## src/rtl/stoch_decode_mat.sv

```systemverilog
// Stochastic matrix decoder: counts ones per element over 2^WIN_LOG2 accepted samples and
// presents saturated unsigned words behind a one-deep valid/ready output buffer.
//   state    | meaning
//   ST_ACCUM | accepting samples into the element counters
//   ST_FULL  | a finished window waits in the counters behind a held result; input stalled
module stoch_decode_mat #(
    parameter int NUM_ROWS = 3,
    parameter int NUM_COLS = 3,
    parameter int WIN_LOG2 = 8
) (
    input  logic                                   CLK,
    input  logic                                   RST,
    input  logic                                   CLR,
    input  logic [NUM_ROWS*NUM_COLS-1:0]           X,
    input  logic                                   X_VALID,
    output logic                                   X_READY,
    output logic [NUM_ROWS*NUM_COLS*WIN_LOG2-1:0]  Y,
    output logic                                   Y_VALID,
    input  logic                                   Y_READY
);
    localparam int N = NUM_ROWS * NUM_COLS;
    localparam int W = WIN_LOG2;

    typedef enum logic {ST_ACCUM, ST_FULL} state_e;

    state_e           state_q, state_d;
    logic [W:0]       cnt_q [N];
    logic [W:0]       cnt_d [N];
    logic [W:0]       cnt_inc [N];
    logic [W-1:0]     samp_q, samp_d;
    logic [N*W-1:0]   y_q, y_d;
    logic             y_valid_q, y_valid_d;
    logic             beat, handoff, win_done, load_win, load_full;

    function automatic logic [W-1:0] sat(input logic [W:0] n);
        return n[W] ? {W{1'b1}} : n[W-1:0];
    endfunction

    always_ff @(posedge CLK or posedge RST) begin
        if (RST) begin
            state_q   <= ST_ACCUM;
            samp_q    <= '0;
            y_q       <= '0;
            y_valid_q <= 1'b0;
            for (int k = 0; k < N; k++) cnt_q[k] <= '0;
        end else begin
            state_q   <= state_d;
            samp_q    <= samp_d;
            y_q       <= y_d;
            y_valid_q <= y_valid_d;
            for (int k = 0; k < N; k++) cnt_q[k] <= cnt_d[k];
        end
    end

    always_comb begin
        state_d = state_q;
        case (state_q)
            ST_ACCUM: if (!CLR && win_done && y_valid_q && !Y_READY) state_d = ST_FULL;
            ST_FULL:  if (CLR || handoff) state_d = ST_ACCUM;
            default:  state_d = ST_ACCUM;
        endcase
    end

    always_comb begin
        X_READY = (state_q == ST_ACCUM);
        Y       = y_q;
        Y_VALID = y_valid_q;
    end

    assign beat      = X_VALID & X_READY;
    assign handoff   = y_valid_q & Y_READY;
    assign win_done  = beat & (samp_q == {W{1'b1}});
    assign load_win  = !CLR && win_done && (!y_valid_q || Y_READY);
    assign load_full = !CLR && (state_q == ST_FULL) && handoff;

    always_comb begin
        for (int k = 0; k < N; k++) cnt_inc[k] = cnt_q[k] + (W+1)'(X[k]);
    end

    // A load of a new result overrides the valid drop caused by a handoff.
    always_comb begin
        samp_d    = samp_q;
        y_d       = y_q;
        y_valid_d = handoff ? 1'b0 : y_valid_q;
        for (int k = 0; k < N; k++) cnt_d[k] = cnt_q[k];
        if (CLR) begin
            samp_d = '0;
            for (int k = 0; k < N; k++) cnt_d[k] = '0;
        end else if (load_full) begin
            y_valid_d = 1'b1;
            samp_d    = '0;
            for (int k = 0; k < N; k++) begin
                y_d[k*W +: W] = sat(cnt_q[k]);
                cnt_d[k]      = '0;
            end
        end else if (beat) begin
            samp_d = samp_q + W'(1);
            if (load_win) begin
                y_valid_d = 1'b1;
                for (int k = 0; k < N; k++) begin
                    y_d[k*W +: W] = sat(cnt_inc[k]);
                    cnt_d[k]      = '0;
                end
            end else begin
                for (int k = 0; k < N; k++) cnt_d[k] = cnt_inc[k];
            end
        end
    end
endmodule
```

## config.mk

```make
export PLATFORM = sky130hd
export DESIGN_NAME = stoch_decode_mat
export DESIGN_NICKNAME = d
export VERILOG_FILES = /design/src/rtl/stoch_decode_mat.sv
export SDC_FILE = /design/constraint.sdc
export NUM_CORES = 1
export LEC_CHECK = 0
export CAP_MARGIN = 20
export CORE_MARGIN = 2
export CORE_UTILIZATION = 25
export DETAILED_ROUTE_END_ITERATION = 10
export PLACE_DENSITY = 0.43
export SLEW_MARGIN = 20
export SYNTH_ARGS = -nofsm -noshare
export SYNTH_HDL_FRONTEND = slang
export SYNTH_SLANG_ARGS = --single-unit
```

## constraint.sdc

```tcl
create_clock -name CLK -period 5.3 [get_ports CLK]
set_input_delay 1.06 -clock CLK [delete_from_list [all_inputs] [get_ports CLK]]
set_output_delay 1.06 -clock CLK [all_outputs]
set_load 0.01 [all_outputs]
```

Run 1, wiring heat map:
The bar under the picture is 50 microns long. The die is cut into 38 by 38 equal tiles; white is low, dark blue is high, scaled to the fullest tile. Values are wire area over tile area, all layers added.
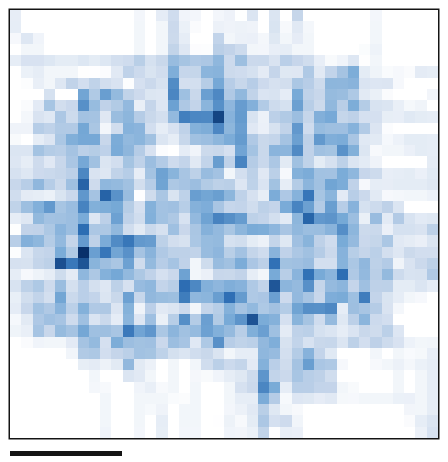
- tiles over half the peak: 7.8%
- mean over tiles: 0.11
- nearly empty tiles: 20%
- fullest tile: 0.49

Run 1, a small window of the routed layout:
Window x 76 to 116, y 76 to 116 microns. Cells in grey, sequential cells in the stronger grey; small squares are vias.
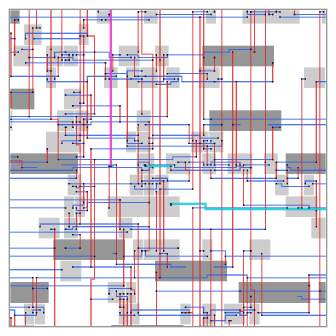
- M4: magenta
- M1: blue
- M3: cyan
- M2: red
- netlist names of flops here include: `Y` (4), `cnt_q` (4)
- cells with their middle in the window: 68
- most frequent: nand2_1 (11), dfrtp_1 (8), o21ai_0 (8)
- sequential cells in the window: 8

Run 1, the clock network:
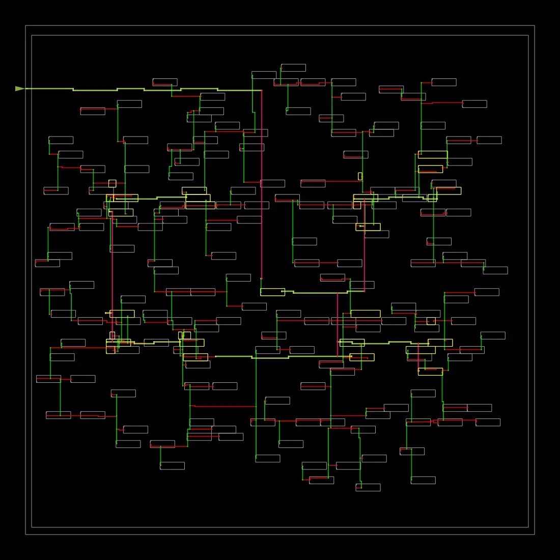
CTS Buf Count: 17
skew final: 0.0165 ns
Layout clock buffers: 19
Latency at later pin: 0.44 ns

## run 1: layout make-up
type / instances / area [sq um]
fill: 3705 / 23800
sequential: 163 / 4080
clock buffer: 19 / 433
multi-input combinational: 767 / 4440
inverter: 3 / 15.0
tap: 455 / 569
clock inverter: 12 / 181
timing repair buffer: 100 / 993
## run 1: critical path, delay by kind of cell
family | cells | cell delay [ns]
multiplexers | 1 | 0.39
buffers and inverters | 1 | 0.51
AND/OR/NAND/NOR | 3 | 1.74
## run 1: worst min path at each step
stage                           end  slack, ns  cells past startpoint
after CTS                     Y[57]       0.48                      2
after detailed placement      Y[57]       0.46                      2
after global placement        Y[25]       0.47                      2
after floorplan           cnt_q[34]       0.49                      1
final                         Y[28]       0.48                      2
after global routing          Y[56]       0.50                      2
==> flow_metrics.env, run 1 <==
# flow metrics
export IMPL_outcome="finished, final reports clean"
export IMPL_cts_setup_buffers=0
export IMPL_fin_util=0.310
export IMPL_grt_pass1_vias=7400
export IMPL_r2r_start="state_q"
export IMPL_crit_end="Y[43]"
export IMPL_ys_ff=163
export IMPL_worstHoldPathType="reg2reg"
export IMPL_die_h_microns=191
export IMPL_fin_hold_ws_ns=0.475
export IMPL_wl_met1_microns=12900
export IMPL_yosysTopAreaCell="dfrtp_1"
export IMPL_wl_microns=26000
export IMPL_highest_signal_layer="met4"
export IMPL_synth_top_area_share=0.465
export IMPL_met1_usage=0.204
export IMPL_hpwl_microns=16000
export IMPL_min_period_ns=3.38
export IMPL_leakage_nw=4.50
export IMPL_p_comb_frac=0.061
export IMPL_place_inst=1488
export IMPL_cpPeakStageDelay_ns=0.82
export IMPL_ys_seq_share=0.465
export IMPL_core_area_sq_um=34500
export IMPL_p_clk_frac=0.478
export IMPL_n_antenna_cell=0
export IMPL_slew_headroom=0.369
export IMPL_tritoncts="built"
export IMPL_final_cells=1519
export IMPL_common_cells="163 x dfrtp_1, 163 x nand2_1, 113 x o21ai_0, 65 x nor2_1, 53 x a21oi_1"
export IMPL_cp_max_fo=45
export IMPL_edf_count=0
export IMPL_rrSetupSlack_ns=2.62
export IMPL_synthAdderAreaFrac=0.0271
export IMPL_ys_sh_mux=0.00371
export IMPL_chipArea_sq_um=36600
export IMPL_swShare=0.239
export IMPL_final_area_sq_um=10700
export IMPL_crit_required_ns=5.63
export IMPL_ys_types=53
export IMPL_async_flop_share=1.00
export IMPL_intPower_mw=2.12
export IMPL_maxSlewViolCount=0
export IMPL_pre_cts_ws_ns=1.41
export IMPL_gp_congestion=0.739
export IMPL_area_growth_pct=22.1
export IMPL_crit_path_start_kind="input port"
export IMPL_worstReg2RegEnd="Y[43]"
export IMPL_layout_top_cells="163 x dfrtp_1, 163 x nand2_1, 113 x o21ai_0"
export IMPL_grt_max_degree=164
export IMPL_yosys_area_sq_um=8780
export IMPL_clk_pin_slew_ns=0.07
export IMPL_yosysCellCount=993
export IMPL_warnings=28
export IMPL_rsz0062_at_grt="no"
export IMPL_antenna_left=0
export IMPL_slowest_stage="or4_1"
export IMPL_dr_wl_met3_microns=832
export IMPL_cap_violations=0
export IMPL_die_w_microns=191
export IMPL_maxPowerGroup="clock"
export IMPL_largest_register_ffs=81
export IMPL_ioPinCount=88
export IMPL_io_buffers=87
export IMPL_hold_viol=0
export IMPL_fp_row_count=68
export IMPL_ys_flop_type="dfrtp_1"
export IMPL_via_per_inst=4.98
export IMPL_overflow=0
export IMPL_cts_sinks=163
export IMPL_fp_util=0.254
export IMPL_timing_fmax_mhz=296
export IMPL_initialDrtViolationCount=553
export IMPL_end_kind="flip-flop"
export IMPL_top_logic_kind="AND-OR/OR-AND gates"
export IMPL_drc=0
export IMPL_layout_drive_gt1_share=0.0752
export IMPL_setup_slack_ns=1.92
export IMPL_syn_area_per_cell_sq_um=8.84
export IMPL_met2_length_microns=12000
export IMPL_comb_power_mw=0.170
export IMPL_critPathArrivalTime_ns=3.71
export IMPL_dr_pass1_iters=4
export IMPL_pwr_share_seq=0.461
export IMPL_vdd_drop_max_v=0.000209
export IMPL_setup_viol=0
export IMPL_clock_net_power_mw=1.33
export IMPL_synthCells=993
export IMPL_netlist_area_sq_um=8780
export IMPL_htree_levels=4
export IMPL_grt_pass1_wl_microns=42100
export IMPL_via_count=7559
export IMPL_antenna_found_initial=0
export IMPL_cts_hold_fix_buffers=0
export IMPL_switching_power_mw=0.663
export IMPL_clockBufferDepth=2
Run 1, signal wires on met3:
Cells faint in the background.
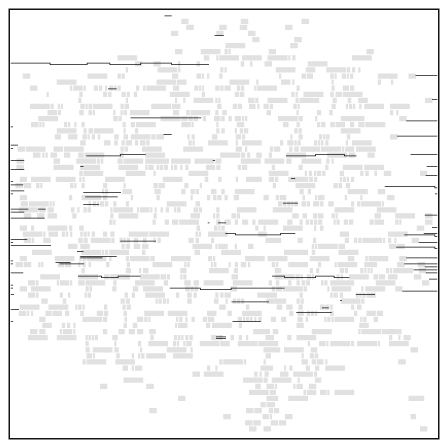

==> run 1 -> run 2 <==
--- a/config.mk
+++ b/config.mk
@@ -9,7 +9,7 @@
 export CORE_MARGIN = 2
 export CORE_UTILIZATION = 25
 export DETAILED_ROUTE_END_ITERATION = 10
-export PLACE_DENSITY = 0.43
+export PLACE_DENSITY = 0.41
 export SLEW_MARGIN = 20
 export SYNTH_ARGS = -nofsm -noshare
 export SYNTH_HDL_FRONTEND = slang
==> constraint.sdc (replaced) <==
create_clock -name CLK -period 3.3 [get_ports CLK]
set_input_delay 0.66 -clock CLK [delete_from_list [all_inputs] [get_ports CLK]]
set_output_delay 0.66 -clock CLK [all_outputs]
set_load 0.01 [all_outputs]
Run 2, signal wires on met3:
Cells faint in the background.
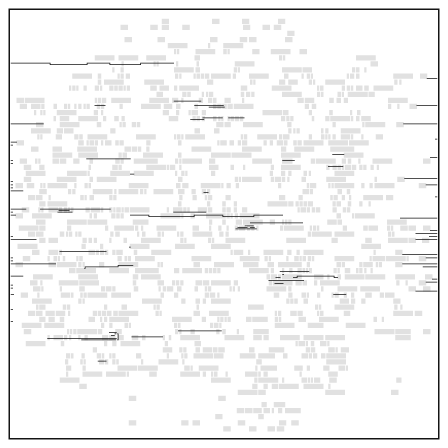
- share of all routed wire: 2.9%
- nets with wire on the layer: 69
- longest straight run: 31.3 microns

Run 2, wiring heat map:
The bar under the picture is 50 microns long. The die is cut into 38 by 38 equal tiles; white is low, dark blue is high, scaled to the fullest tile. Values are wire area over tile area, all layers added.
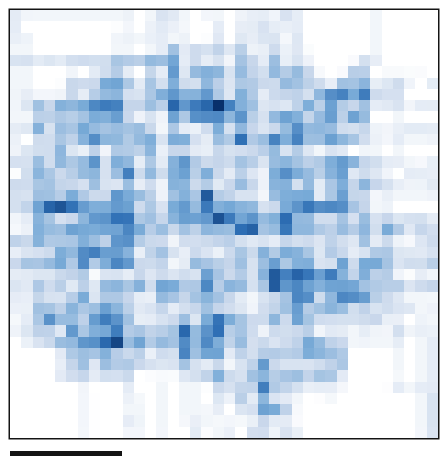
- tiles over half the peak: 10%
- fullest tile: 0.47
- mean over tiles: 0.11
- nearly empty tiles: 18%
- emptiest ninth of the die: south-east
GR Util All Layers: 0.149
total routed wirelength: 26300 microns
via count: 7630
drt wl/cell: 17.3 microns

Run 2, routed clock nets over the placement:
The bar under the picture is 50 microns long.
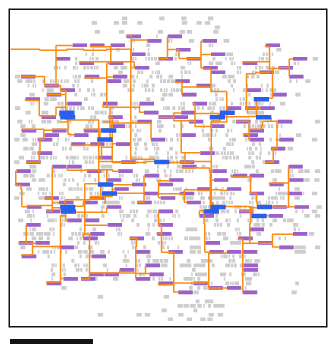
- clock wires: orange (length 2580 microns)
- clock-net drivers: blue (count 17)
- flip-flops: purple (count 163)
- routed clock nets: 18

==> run 2 against run 1 <==
Effect of this change: register-to-register slack got worse by 1.7 ns; global-route usage rose by 0.23 points; sequential power rose by 61%; non-clock buffer count rose by 5; utilization rose by 0.43 points; via count rose by 0.94%; largest power group unchanged; worst hold slack got worse by 0.0043 ns; clock skew fell by 0.0026 ns.
==> flow_metrics.env, run 2 <==
# flow metrics
export IMPL_outcome="finished, final reports clean"
export IMPL_cpLargestDelayFamily="simple AND/OR/NAND/NOR gates"
export IMPL_edf_count=0
export IMPL_worstSkewPairLatency_ns=0.43
export IMPL_largest_register="cnt_q"
export IMPL_maxSlewViolCount=0
export IMPL_grt_pass1_wl_microns=43100
export IMPL_top_logic_kind="AND-OR/OR-AND gates"
export IMPL_netlist_area_sq_um=8780
export IMPL_ioPinCount=88
export IMPL_met1_usage=0.215
export IMPL_fin_util=0.314
export IMPL_leakage_nw=4.56
export IMPL_whs_endpoint="Y[57]"
export IMPL_core_area_sq_um=34500
export IMPL_grt_pass1_vias=7460
export IMPL_tritoncts="built"
export IMPL_critPathArrivalTime_ns=2.93
export IMPL_fp_row_count=68
export IMPL_syn_area_per_cell_sq_um=8.84
export IMPL_use_met2=0.238
export IMPL_fin_hold_ws_ns=0.471
export IMPL_cts_hold_fix_buffers=0
export IMPL_common_cells="163 x dfrtp_1, 163 x nand2_1, 113 x o21ai_0, 65 x nor2_1, 53 x a21oi_1"
export IMPL_r2r_start="state_q"
export IMPL_fin_crit_sh=0.780
export IMPL_yosys_area_sq_um=8780
export IMPL_yosysTopAreaCell="dfrtp_1"
export IMPL_rrSetupSlack_ns=0.96
export IMPL_die_h_microns=191
export IMPL_rsz0062_at_grt="no"
export IMPL_timing_fmax_mhz=388
export IMPL_warnings=26
export IMPL_hold_depth=2
export IMPL_worstMarginPinSlew_ns=0.557
export IMPL_cp_num_cells=7
export IMPL_hp_start="Y[57]"
export IMPL_cp_max_fo=24
export IMPL_die_w_microns=191
export IMPL_path_cells="clkdlybuf4s50_1 > or3b_4 > or4_1 > nand2_8 > buf_4 > o221ai_1 > nand2_1"
export IMPL_synth_top_area_share=0.465
export IMPL_ys_sh_mux=0.00371
export IMPL_comb_area_sq_um=4440
export IMPL_simple_gate_area_frac=0.216
export IMPL_grt_max_degree=100
export IMPL_grt_most_used_layer="met2"
export IMPL_largest_register_ffs=81
export IMPL_ys_flop_type="dfrtp_1"
export IMPL_hpwl_microns=16400
export IMPL_root_buffer="clkbuf_16"
export IMPL_drc=0
export IMPL_chipArea_sq_um=36600
export IMPL_ys_types=53
export IMPL_layout_drive_gt1_share=0.0804
export IMPL_cts_inserted_buffers=17
export IMPL_min_period_ns=2.57
export IMPL_gp_congestion=0.732
export IMPL_initialDrtViolationCount=623
export IMPL_io_buffers=87
export IMPL_slew_headroom=0.629
export IMPL_xor_share=0.0250
export IMPL_worstHoldPathType="reg2reg"
export IMPL_dr_wl_met3_microns=769
export IMPL_final_area_sq_um=10900
export IMPL_fp_util=0.254
export IMPL_end_kind="flip-flop"
export IMPL_clockBufferDepth=2
export IMPL_cts_resized=0
export IMPL_antenna_left=0
export IMPL_num_fill_cells=3702
export IMPL_yosysCellCount=993
export IMPL_met2_length_microns=12100
export IMPL_htree_levels=4
export IMPL_ys_seq_share=0.465
export IMPL_n_antenna_cell=0
export IMPL_crit_buf_inv=2
export IMPL_wl_met1_microns=13300
export IMPL_synthCells=993
export IMPL_setup_viol=0
export IMPL_dr_pass1_iters=5
export IMPL_layout_top_cells="163 x dfrtp_1, 163 x nand2_1, 113 x o21ai_0"
export IMPL_timing_critical_path_from="X_VALID"
export IMPL_ys_ff=163
export IMPL_skew_ns=0.0139
export IMPL_cap_violations=0
export IMPL_crit_end="Y[56]"
export IMPL_crit_required_ns=3.66
export IMPL_vdd_drop_max_v=0.000333
export IMPL_async_flop_share=1.00
export IMPL_crit_type="in2reg"
export IMPL_seq_area_sq_um=4080
export IMPL_slowest_stage="or4_1"
export IMPL_antenna_found_initial=0
export IMPL_worstReg2RegEnd="Y[56]"
export IMPL_clk_pin_slew_ns=0.07
export IMPL_cts_sinks=163
export IMPL_nets=1090
export IMPL_synthAdderAreaFrac=0.0271
export IMPL_overflow=0
export IMPL_cpPeakStageDelay_ns=0.66
export IMPL_grtUsageMet3=0.0229
export IMPL_crit_path_start_kind="input port"
export IMPL_via_per_inst=5.01
export IMPL_cts_setup_buffers=0
export IMPL_finalSetupTns_ns=0
export IMPL_highest_signal_layer="met4"
export IMPL_placed_area_sq_um=10200
export IMPL_ys_warnings_count=0
export IMPL_area_growth_pct=23.8
export IMPL_hold_viol=0
-- run 2: cell counts after synthesis --
No cell type changed its count.
-- run 2: area by class of cell --
type	instances	share of cell area
well taps	455	0.0524
inverters	3	0.00138
repair buffers	105	0.104
clock inverters	12	0.0167
flip-flops and latches	163	0.376
clock buffers	19	0.0408
multi-input cells	767	0.409
-- run 2: power by group --
part | internal, mW | switching (mW) | leakage (nW) | total (mW)
combinational | 0.115 | 0.170 | 2.02 | 0.285
sequential | 2.03 | 0.0280 | 2.25 | 2.06
clock | 1.29 | 0.878 | 0.292 | 2.17
-- run 2: metrics by stage --
step,instances,setup WS (ns)
after global routing,1524,0.450
after floorplan,993,0.569
after detailed placement,1493,0.290
after CTS,1524,0.722
final,1524,0.725
after global placement,1493,0.276
Power figures rest on the tool's default switching activity, not on a simulated workload.
